File: config.mk
export PLATFORM = sky130hd
export DESIGN_NAME = ps2_receiver_flat
export DESIGN_NICKNAME = d
export VERILOG_FILES = /design/src/rtl/ps2_pkg.sv /design/src/rtl/ps2_if.sv /design/src/rtl/ps2_fifo.sv /design/src/rtl/ps2_receiver.sv /design/src/flat_wrapper.sv
export SDC_FILE = /design/constraint.sdc
export NUM_CORES = 1
export LEC_CHECK = 0
export CAP_MARGIN = 20
export CORE_MARGIN = 3
export CORE_UTILIZATION = 54
export CTS_CLUSTER_DIAMETER = 40
export DETAILED_ROUTE_END_ITERATION = 6
export HOLD_SLACK_MARGIN = 0.06
export PLACE_DENSITY = 0.75
export SLEW_MARGIN = 5
export SYNTH_ARGS = -nofsm -noshare
export SYNTH_HDL_FRONTEND = slang
export SYNTH_SLANG_ARGS = --single-unit
File: constraint.sdc
create_clock -name VGA_clk -period 2.3 [get_ports VGA_clk]
set_clock_uncertainty 0.05 [all_clocks]
set_input_delay 0.46 -clock VGA_clk [delete_from_list [all_inputs] [get_ports VGA_clk]]
set_output_delay 0.46 -clock VGA_clk [all_outputs]
set_load 0.05 [all_outputs]
File: src/rtl/ps2_pkg.sv
// ps2_pkg: shared FSM states, decode constants and FIFO entry layout for the PS/2 receiver
package ps2_pkg;
   typedef enum logic [1:0] {IDLE, DATA, PARITY, STOP} ps2_state_t;
   localparam logic [7:0] PS2_EXT_CODE   = 8'hE0;
   localparam logic [7:0] PS2_BREAK_CODE = 8'hF0;
   typedef struct packed {
      logic       extended;
      logic       brk;
      logic [7:0] code;
   } ps2_entry_t;
endpackage

File: src/rtl/ps2_if.sv
// ps2_if: key FIFO consumer handshake between the receiver (master) and its consumer (slave)
interface ps2_if #(parameter int FIFO_DEPTH = 8);
   logic                        key_valid;
   logic                        key_ready;
   logic [7:0]                  key_code;
   logic                        key_break;
   logic                        key_extended;
   logic [$clog2(FIFO_DEPTH):0] fifo_count;
   modport master (output key_valid, key_code, key_break, key_extended, fifo_count, input key_ready);
   modport slave  (input key_valid, key_code, key_break, key_extended, fifo_count, output key_ready);
endinterface

File: src/rtl/ps2_fifo.sv
// ps2_fifo: synchronous first-word-fall-through FIFO with occupancy count
module ps2_fifo #(
   parameter int DEPTH = 8,
   parameter int WIDTH = 10
) (
   input  logic                     clk,
   input  logic                     rst,
   input  logic                     i_push,
   input  logic [WIDTH-1:0]         i_data,
   input  logic                     i_pop,
   output logic                     o_valid,
   output logic [WIDTH-1:0]         o_data,
   output logic                     o_full,
   output logic [$clog2(DEPTH):0]   o_count
);
   localparam int AW = $clog2(DEPTH);
   localparam int CW = AW + 1;
   logic [WIDTH-1:0] r_mem [DEPTH];
   logic [AW-1:0]    r_wp, r_rp;
   logic [CW-1:0]    r_cnt;
   logic             w_push, w_pop;
   assign w_pop   = i_pop & (r_cnt != '0);
   assign o_full  = r_cnt == CW'(DEPTH);
   assign w_push  = i_push & (~o_full | w_pop);
   assign o_valid = r_cnt != '0;
   assign o_data  = r_mem[r_rp];
   assign o_count = r_cnt;
   // pointers wrap naturally because DEPTH is a power of two
   always_ff @(posedge clk or posedge rst)
      if (rst) begin
         r_wp  <= '0;
         r_rp  <= '0;
         r_cnt <= '0;
      end else begin
         if (w_push) r_wp <= r_wp + AW'(1);
         if (w_pop) r_rp <= r_rp + AW'(1);
         r_cnt <= r_cnt + CW'(w_push) - CW'(w_pop);
      end
   // storage needs no reset; the head is gated by o_valid downstream
   always_ff @(posedge clk)
      if (w_push) r_mem[r_wp] <= i_data;
endmodule

File: src/rtl/ps2_receiver.sv
// ps2_receiver: PS/2 keyboard frame receiver with glitch filter, timeout and key FIFO; KB_EXTENDED_DECODE_EN enables E0/F0 prefix decoding
module ps2_receiver
   import ps2_pkg::*;
#(
   parameter int FILTER_LEN     = 8,
   parameter int FIFO_DEPTH     = 8,
   parameter int TIMEOUT_CYCLES = 50000
) (
   input  logic  VGA_clk,
   input  logic  reset,
   input  logic  kb_clk,
   input  logic  kb_data,
   ps2_if.master key,
   output logic  overflow,
   output logic  frame_err
);
   localparam int TW = $clog2(TIMEOUT_CYCLES + 1);
   logic [1:0]                  r_clk_s, r_dat_s;
   logic [FILTER_LEN-1:0]       r_filt;
   logic                        r_fclk;
   logic                        w_sample, w_tmo, w_ok;
   ps2_state_t                  r_state, w_state_n;
   logic [2:0]                  r_bit;
   logic [7:0]                  r_shift, r_byte;
   logic                        r_par;
   logic [TW-1:0]               r_tmo;
   logic                        r_bvalid, r_ferr;
   logic                        w_push, w_valid, w_full;
   ps2_entry_t                  w_entry, w_head;
   logic [$clog2(FIFO_DEPTH):0] w_count;
   // synchronize raw PS/2 lines, then debounce the clock by unanimous vote
   always_ff @(posedge VGA_clk or posedge reset)
      if (reset) begin
         r_clk_s <= '1;
         r_dat_s <= '1;
         r_filt  <= '1;
         r_fclk  <= 1'b1;
      end else begin
         r_clk_s <= {r_clk_s[0], kb_clk};
         r_dat_s <= {r_dat_s[0], kb_data};
         r_filt  <= {r_filt[FILTER_LEN-2:0], r_clk_s[1]};
         r_fclk  <= &r_filt ? 1'b1 : ~|r_filt ? 1'b0 : r_fclk;
      end
   assign w_sample = r_fclk & ~|r_filt;
   assign w_tmo    = (r_state != IDLE) && (r_tmo == TW'(TIMEOUT_CYCLES));
   assign w_ok     = (^{r_shift, r_par}) & r_dat_s[1];
   // frame sequencing; a sample always wins over a coincident timeout
   always_comb begin
      w_state_n = r_state;
      if (w_sample)
         case (r_state)
            IDLE:    w_state_n = r_dat_s[1] ? IDLE : DATA;
            DATA:    w_state_n = (r_bit == 3'd7) ? PARITY : DATA;
            PARITY:  w_state_n = STOP;
            default: w_state_n = IDLE;
         endcase
      else if (w_tmo)
         w_state_n = IDLE;
   end
   // state register
   always_ff @(posedge VGA_clk or posedge reset)
      if (reset) r_state <= IDLE;
      else r_state <= w_state_n;
   // bit collection, parity/stop check and inter-bit timeout
   always_ff @(posedge VGA_clk or posedge reset)
      if (reset) begin
         r_tmo    <= '0;
         r_bit    <= '0;
         r_shift  <= '0;
         r_par    <= 1'b0;
         r_byte   <= '0;
         r_bvalid <= 1'b0;
         r_ferr   <= 1'b0;
      end else begin
         r_tmo    <= (w_sample || r_state == IDLE) ? '0 : r_tmo + TW'(1);
         r_bvalid <= 1'b0;
         r_ferr   <= 1'b0;
         if (w_sample) begin
            if (r_state == IDLE) r_bit <= '0;
            if (r_state == DATA) begin
               r_shift <= {r_dat_s[1], r_shift[7:1]};
               r_bit   <= r_bit + 3'd1;
            end
            if (r_state == PARITY) r_par <= r_dat_s[1];
            if (r_state == STOP) begin
               r_bvalid <= w_ok;
               r_ferr   <= ~w_ok;
               r_byte   <= r_shift;
            end
         end else if (w_tmo) r_ferr <= 1'b1;
      end
`ifdef KB_EXTENDED_DECODE_EN
   logic r_ext, r_brk;
   assign w_push  = r_bvalid && r_byte != PS2_EXT_CODE && r_byte != PS2_BREAK_CODE;
   assign w_entry = '{extended: r_ext, brk: r_brk, code: r_byte};
   // prefix bytes arm flags that attach to the next ordinary code
   always_ff @(posedge VGA_clk or posedge reset)
      if (reset) begin
         r_ext <= 1'b0;
         r_brk <= 1'b0;
      end else if (r_bvalid) begin
         r_ext <= (r_byte == PS2_EXT_CODE) ? 1'b1 : (r_byte == PS2_BREAK_CODE) ? r_ext : 1'b0;
         r_brk <= (r_byte == PS2_BREAK_CODE) ? 1'b1 : (r_byte == PS2_EXT_CODE) ? r_brk : 1'b0;
      end
`else
   assign w_push  = r_bvalid;
   assign w_entry = '{extended: 1'b0, brk: 1'b0, code: r_byte};
`endif
   ps2_fifo #(.DEPTH(FIFO_DEPTH), .WIDTH($bits(ps2_entry_t))) u_fifo (
      .clk     (VGA_clk),
      .rst     (reset),
      .i_push  (w_push),
      .i_data  (w_entry),
      .i_pop   (key.key_ready),
      .o_valid (w_valid),
      .o_data  (w_head),
      .o_full  (w_full),
      .o_count (w_count)
   );
   assign key.key_valid    = w_valid;
   assign key.key_code     = w_valid ? w_head.code : 8'h00;
   assign key.key_break    = w_valid & w_head.brk;
   assign key.key_extended = w_valid & w_head.extended;
   assign key.fifo_count   = w_count;
   assign overflow         = w_push & w_full & ~(w_valid & key.key_ready);
   assign frame_err        = r_ferr;
endmodule

File: src/flat_wrapper.sv
// flat-port wrapper written by rule: the top's interface ports become plain ports
module ps2_receiver_flat import ps2_pkg::*;
#(
   parameter int FILTER_LEN     = 8,
   parameter int FIFO_DEPTH     = 8,
   parameter int TIMEOUT_CYCLES = 50000
)
  (VGA_clk, reset, kb_clk, kb_data, overflow, frame_err, key_key_valid, key_key_code, key_key_break, key_key_extended, key_fifo_count, key_key_ready);
  ps2_if #(.FIFO_DEPTH(FIFO_DEPTH)) key_i ();
  input  logic VGA_clk;
  input  logic reset;
  input  logic kb_clk;
  input  logic kb_data;
  output logic overflow;
  output logic frame_err;
  output wire logic [$bits(key_i.key_valid)-1:0] key_key_valid;
  output wire logic [$bits(key_i.key_code)-1:0] key_key_code;
  output wire logic [$bits(key_i.key_break)-1:0] key_key_break;
  output wire logic [$bits(key_i.key_extended)-1:0] key_key_extended;
  output wire logic [$bits(key_i.fifo_count)-1:0] key_fifo_count;
  input wire logic [$bits(key_i.key_ready)-1:0] key_key_ready;
  assign key_key_valid = key_i.key_valid;
  assign key_key_code = key_i.key_code;
  assign key_key_break = key_i.key_break;
  assign key_key_extended = key_i.key_extended;
  assign key_fifo_count = key_i.fifo_count;
  assign key_i.key_ready = key_key_ready;
  ps2_receiver #(.FILTER_LEN(FILTER_LEN), .FIFO_DEPTH(FIFO_DEPTH), .TIMEOUT_CYCLES(TIMEOUT_CYCLES)) u_core (.VGA_clk(VGA_clk), .reset(reset), .kb_clk(kb_clk), .kb_data(kb_data), .key(key_i), .overflow(overflow), .frame_err(frame_err));
endmodule
### Ports around the boundary, run 1

(4 px per um) Pins as bars across the die edge, other pins in gray.
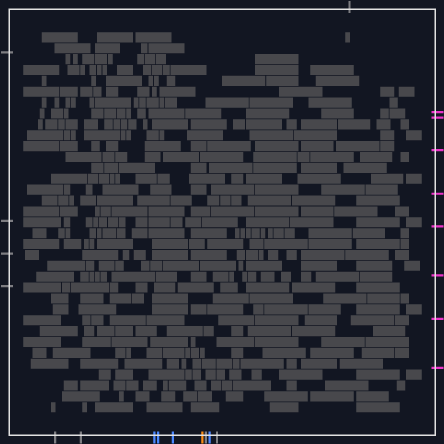
legend:
  blue:
    port: key_fifo_count
    pins: 4
    direction: output
    edge: bottom
  orange:
    port: overflow
    pins: 1
    direction: output
    edge: bottom
  magenta:
    port: key_key_code
    pins: 8
    direction: output
    edge: right
all pins by edge: 9 bottom, 8 right, 4 left, 1 top

### Routed metal, one color a layer, run 1

(4 px per um) Only two layers are drawn.
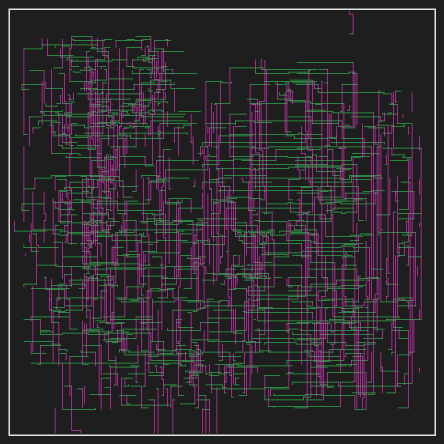
legend:
  magenta:
    layer: metal 2
    wire_length: 5,200 um
  green:
    layer: metal 1
    wire_length: 4,250 um

### Cell outlines without signal wires, run 1

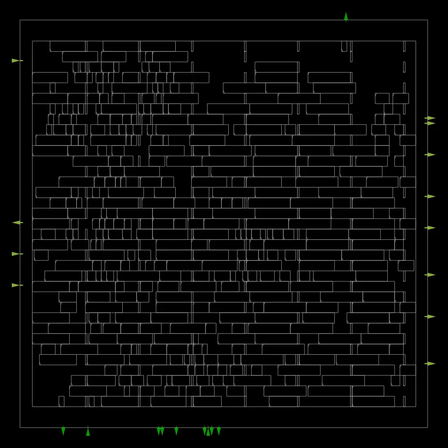
Seq area share: 0.5379
Final Non-Filler Cells: 543
Core Util, Final: 0.6890
Fillers: 636
number of tapcells: 129

### Layout detail, run 1

Window x 33 to 73, y 33 to 73 um. Cells in gray, sequential cells in the stronger gray; small squares are vias.
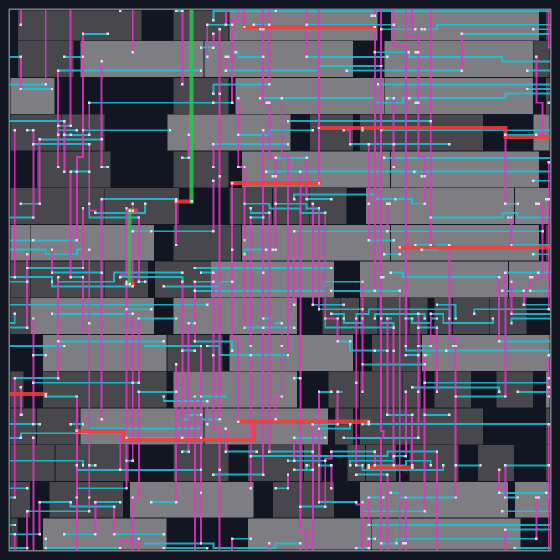
legend:
  magenta:
    layer: metal 2
  green:
    layer: metal 4
  cyan:
    layer: metal 1
  red:
    layer: metal 3
sequential cells in the window: 29
most frequent: edfxtp_1 (15), dfrtp_1 (14)
cells with their middle in the window: 78
netlist names of flops here include: u_core.u_fifo.r_mem (15), u_core.r_shift (6), u_core.r_byte (5)

==> results_dict.tcl, run 1 <==
# implementation run metrics
set metrics [dict create \
    p_int_mw 4.989 \
    cp_cell_sequence "buf_12 > mux4_2 > mux2i_1 > nor2_2 > buf_6" \
    comb_area_frac 0.2798 \
    reg2reg_from "u_core.r_filt[1]" \
    cpMaxStageDelayCell "mux4_2" \
    hold_buffers 0 \
    ys_warn_count 0 \
    fp_util 0.5696 \
    drv_slew 0 \
    final.setup.worst_slack_ns -0.2508 \
    netSwitchingFraction 0.3189 \
    mi_logic_area_um2 1832 \
    startpoint_type "flop" \
    wire_per_inst_um 18.13 \
    setup_tns_ns -1.868 \
    cts.sinks 127 \
    outcome "finished with violations" \
    critical_path_arrival_ns 2.04 \
    wl_met2_um 5200 \
    critPathKind "reg -> out" \
    syn_inst 357 \
    cp-end-kind "output port" \
    antenna_found_initial 0 \
    power_leakage_nw 2.512 \
    dpl_cell_area_um2 5889 \
    overflow 0 \
    wl_met1_um 4252 \
    ys_sh_aoi 0.02104 \
    setup_violations 8 \
    postCtsSetupBuffers 1 \
    cts_tree "yes" \
    regArea_um2 3522 \
    violations "setup timing" \
    tightest_slew_ns 0.5512 \
    fin_area_um2 6548 \
    combPwrFrac 0.281 \
    ff2ff_path_depth 4 \
    clkTransAtPathRegs_ns 0.06 \
    globalRouteMet1Util 0.2513 \
    power_leader "sequential cells" \
    nNetsFinal 418 \
    chipHeight_um 106.1 \
    num-nonclk-buffers 37 \
    maxCapViolCount 0 \
    areaGrowthSynthToFinish_pct 20.97 \
    area_leaders "edfxtp_1 36%, dfrtp_1 23%, mux4_2 6.7%" \
    p_clk_mw 2.62 \
    synth-edff-count 64 \
]
### Signal wires on met2, run 1

(4 px per um) Cells faint in the background.
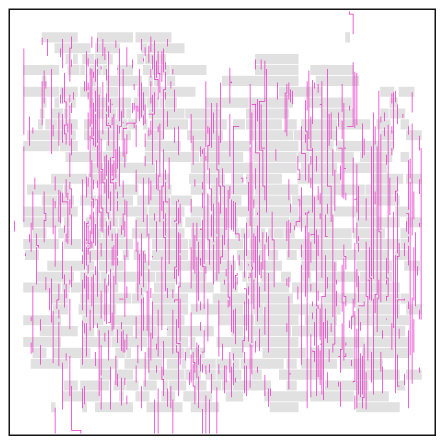

--- run 2 (diff from run 1) ---
--- a/config.mk
+++ b/config.mk
@@ -7,11 +7,11 @@
 export LEC_CHECK = 0
 export CAP_MARGIN = 20
 export CORE_MARGIN = 3
-export CORE_UTILIZATION = 54
+export CORE_UTILIZATION = 55
 export CTS_CLUSTER_DIAMETER = 40
+export CTS_CLUSTER_SIZE = 14
 export DETAILED_ROUTE_END_ITERATION = 6
-export HOLD_SLACK_MARGIN = 0.06
-export PLACE_DENSITY = 0.75
+export PLACE_DENSITY = 0.73
 export SLEW_MARGIN = 5
 export SYNTH_ARGS = -nofsm -noshare
 export SYNTH_HDL_FRONTEND = slang
==> constraint.sdc (replaced) <==
create_clock -name VGA_clk -period 3.2 [get_ports VGA_clk]
set_clock_uncertainty 0.05 [all_clocks]
set_input_delay 0.64 -clock VGA_clk [delete_from_list [all_inputs] [get_ports VGA_clk]]
set_output_delay 0.64 -clock VGA_clk [all_outputs]
set_load 0.05 [all_outputs]
### Signal wires on met2, run 2

(4 px per um) Cells faint in the background.
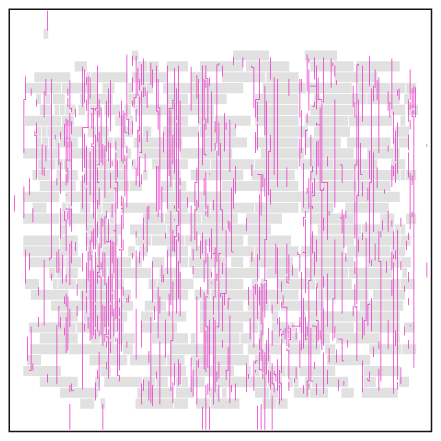
main direction: vertical
nets with wire on the layer: 357

### Ports around the boundary, run 2

(4 px per um) Pins as bars across the die edge, other pins in gray.
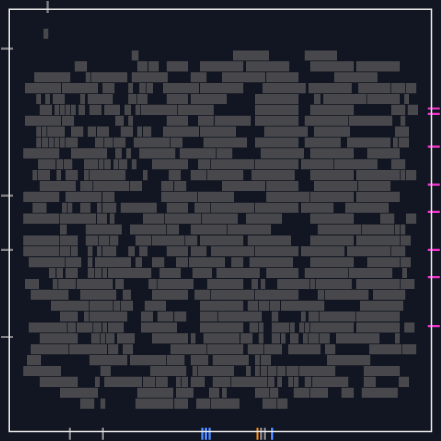
legend:
  orange:
    port: overflow
    pins: 1
    direction: output
    edge: bottom
  blue:
    port: key_fifo_count
    pins: 4
    direction: output
    edge: bottom
  magenta:
    port: key_key_code
    pins: 8
    direction: output
    edge: right
all pins by edge: 9 bottom, 8 right, 4 left, 1 top

==> run 2 against run 1 <==
  * Critical path type unchanged
  * Power decreased by 31%
  * The flow now finishes without violations
  * Wire length decreased by 9.5%
  * Via count decreased by 4.3%
  * Area after synthesis unchanged
  * Setup slack improved by 0.57 ns
  * Critical path depth decreased by 1
==> results_dict.tcl, run 2 <==
# implementation run metrics
set metrics [dict create \
    synthArstFlopShare 0.4961 \
    postCtsSetupBuffers 0 \
    synth-edff-count 64 \
    postLayoutCoreUtil 0.6751 \
    muxShareOfSynthArea 0.1285 \
    final-instance-count-excl-fill 537 \
    wire_per_inst_um 16.60 \
    routed.top_layer "met4" \
    netSwitchingFraction 0.3090 \
    timing.hold.ws_ns 0.3067 \
    area_leaders "edfxtp_1 36%, dfrtp_1 23%, mux4_2 6.7%" \
    netlist-cell-type-count 54 \
    power_leakage_nw 2.460 \
    clockBufferDepth 2 \
    nNetsFinal 412 \
    comb_area_frac 0.2785 \
    startpoint_type "flop" \
    drv_slew 0 \
    routed_via_density 5.402 \
    overflow 0 \
    wl_met1_um 3958 \
    tightest_slew_ns 0.7607 \
    timing.final.crit_period_ns 2.884 \
    seq_area_frac 0.5530 \
    ys_warn_count 0 \
    cts_tree "yes" \
    regArea_um2 3515 \
    num-nonclk-buffers 31 \
    ys_sh_aoi 0.02104 \
    mi_logic_area_um2 1770 \
    power_combinational_mw 1.25 \
    antenna_found_initial 0 \
    chipHeight_um 105.2 \
    clkbuf_count 18 \
    crit_path_max_incr_delay_ns 0.84 \
    grt_max_degree 30 \
    critPathKind "reg -> out" \
    dpl_cell_area_um2 5749 \
    outcome "complete, no violations" \
    switchingPower_mw 1.562 \
    clkTransAtPathRegs_ns 0.06 \
    cts.sinks 127 \
    fp_util 0.5749 \
    maxCapViolCount 0 \
    vias 2901 \
    nFillCells 643 \
    die_w_um 105.2 \
    busiest_layer "met2" \
    clock_area_frac 0.09390 \
    cp_cell_sequence "mux4_2 > mux2i_1 > nor2_1 > buf_4" \
    critPathMaxFanout 18 \
    nWellTaps 129 \
    cpMaxStageDelayCell "dfrtp_1" \
    fin_area_um2 6356 \
    place.port_buffers 19 \
    p_int_mw 3.492 \
    setup_tns_ns 0 \
    power_leader "the clock network" \
    setup_violations 0 \
    yosys_area_um2 5413 \
    logic_gates 204 \
    cp-end-kind "output port" \
    globalRouteMet1Util 0.2305 \
    areaGrowthSynthToFinish_pct 17.43 \
    ff_type "edfxtp_1" \
    syn_inst 357 \
    largest_area_cell "edfxtp_1" \
    final.setup.worst_slack_ns 0.3159 \
    reg2reg_from "u_core.u_fifo.o_count[2]" \
    critical_path_arrival_ns 2.19 \
    hold_buffers 0 \
    p_clk_mw 1.92 \
    wl_met2_um 4597 \
    ff2ff_path_depth 9 \
    slew_headroom 0.4929 \
    combPwrFrac 0.248 \
    clock_latency_ns 0.52 \
]
### Routed metal, one color a layer, run 2

(4 px per um) Only two layers are drawn.
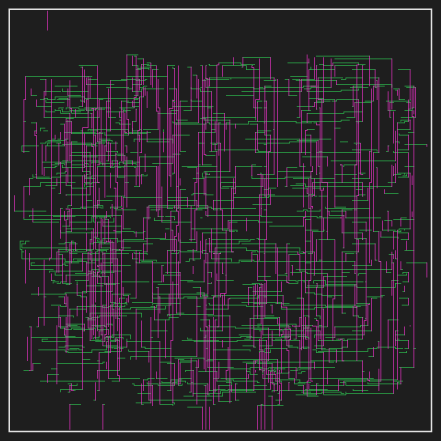

--- run 3 (diff from run 2) ---
--- a/config.mk
+++ b/config.mk
@@ -6,7 +6,7 @@
 export NUM_CORES = 1
 export LEC_CHECK = 0
 export CAP_MARGIN = 20
-export CORE_MARGIN = 3
+export CORE_MARGIN = 2
 export CORE_UTILIZATION = 55
 export CTS_CLUSTER_DIAMETER = 40
 export CTS_CLUSTER_SIZE = 14
### Routed metal, one color a layer, run 3

(4 px per um) Only two layers are drawn.
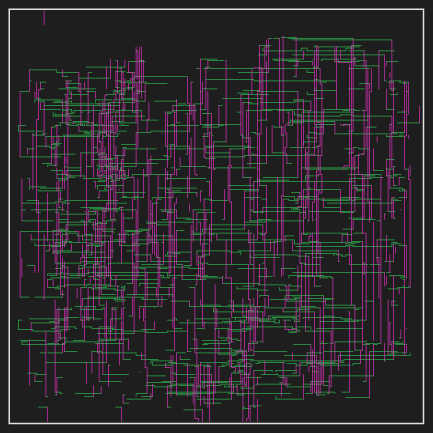
legend:
  green:
    layer: metal 1
    wire_length: 3,880 um
  magenta:
    layer: metal 2
    wire_length: 4,560 um

==> run 3 against run 2 <==
  * Clock power is essentially flat
  * Design area grew 0.18%
  * Critical path depth grew 1
  * Area after synthesis is the same
  * Synthesized cell count is the same
  * Global-route usage grew 1.1 points
  * Critical endpoint is now key_key_code[4]
  * Largest cell class unchanged
==> results_dict.tcl, run 3 <==
# implementation run metrics
set metrics [dict create \
    outcome "complete, no violations" \
    wl_met3_um 220 \
    fin_area_um2 6367 \
    cts_resized 0 \
    startpoint_type "flop" \
    mi_logic_area_um2 1770 \
    common_cells "64 x edfxtp_1, 50 x dfrtp_1, 36 x nor2_1" \
    postLayoutCoreUtil 0.6575 \
    regArea_um2 3515 \
    slew_headroom 0.5075 \
    nWellTaps 133 \
    overflow 0 \
    synthTopLogicFamily "multiplexers" \
    nFillCells 693 \
    cp_common_cell "buf_4" \
    ys_warn_count 0 \
    ff2ff_path_depth 9 \
    p_int_mw 3.484 \
    wire_per_inst_um 16.22 \
    buffer_area_frac 0.04166 \
    crit_path_max_incr_delay_ns 0.58 \
    timing.final.crit_period_ns 2.923 \
    place.port_buffers 19 \
    grt_max_degree 37 \
    postCtsSetupBuffers 0 \
    die_w_um 103.2 \
    drc 0 \
    seq_area_frac 0.5520 \
    combPwrFrac 0.247 \
    gp_congestion 0.7756 \
    cp_cell_sequence "buf_4 > mux4_2 > mux2i_1 > nor2_1 > buf_4" \
    syn_inst 357 \
    globalRouteMet1Util 0.2377 \
    clockBufferDepth 2 \
    areaGrowthSynthToFinish_pct 17.64 \
    num-nonclk-buffers 30 \
    fp_util 0.5589 \
    comb_area_frac 0.2781 \
    power_combinational_mw 1.24 \
    clkTransAtPathRegs_ns 0.06 \
    top_register "u_core.u_fifo.r_mem" \
    reg2reg_from "u_core.u_fifo.o_count[2]" \
    ir_drop_uv 451.3 \
    rr_endpoint "u_core.u_fifo.o_count[2]" \
    antenna_found_initial 0 \
    setup_tns_ns 0 \
    area_leaders "edfxtp_1 36%, dfrtp_1 23%, mux4_2 6.7%" \
    hold_buffers 0 \
    logic_gates 204 \
    power_leakage_nw 2.450 \
    critPathKind "reg -> out" \
    largest_area_cell "edfxtp_1" \
    setup_violations 0 \
    power_density_nw_per_um2 791.2 \
    routed.top_layer "met4" \
    critical_path_arrival_ns 2.23 \
    chipHeight_um 103.2 \
    cts.sinks 127 \
    critPathRequiredTime_ns 2.51 \
    busiest_layer "met2" \
    lay_top_count "edfxtp_1" \
    routed_via_density 5.317 \
    final.setup.worst_slack_ns 0.2768 \
    cts_tree "yes" \
    clock_area_frac 0.09393 \
    wl_met2_um 4557 \
    cpMaxStageDelayCell "mux4_2" \
    dpl_cell_area_um2 5759 \
    gr-usage-met3 0.05309 \
    final-instance-count-excl-fill 540 \
    synth-edff-count 64 \
    netSwitchingFraction 0.3085 \
    switchingPower_mw 1.554 \
    tightest_slew_ns 0.7387 \
    finalCritPeriodShare 0.9135 \
    cp-end-kind "output port" \
    power_leader "the clock network" \
    timing.hold.ws_ns 0.3060 \
    synthArstFlopShare 0.4961 \
    yosys_area_um2 5413 \
    netlist-cell-type-count 54 \
    first_global_vias 3006 \
    wl_met1_um 3877 \
    nNetsFinal 411 \
    p_clk_mw 1.91 \
]
### Signal wires on met2, run 3

(4 px per um) Cells faint in the background.
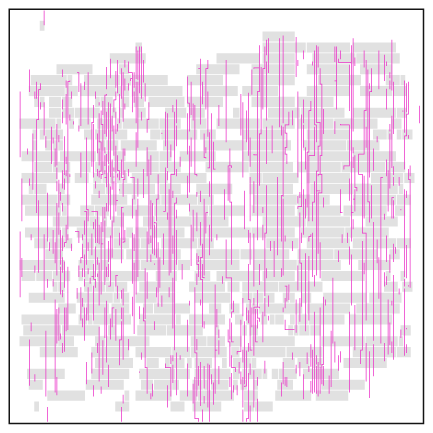
nets with wire on the layer: 355
wire length on this layer: 4,560 um
longest straight run: 49.0 um
Routed WL: 8757 um
via count: 2,871

Power is estimated from default activity; no workload was simulated.
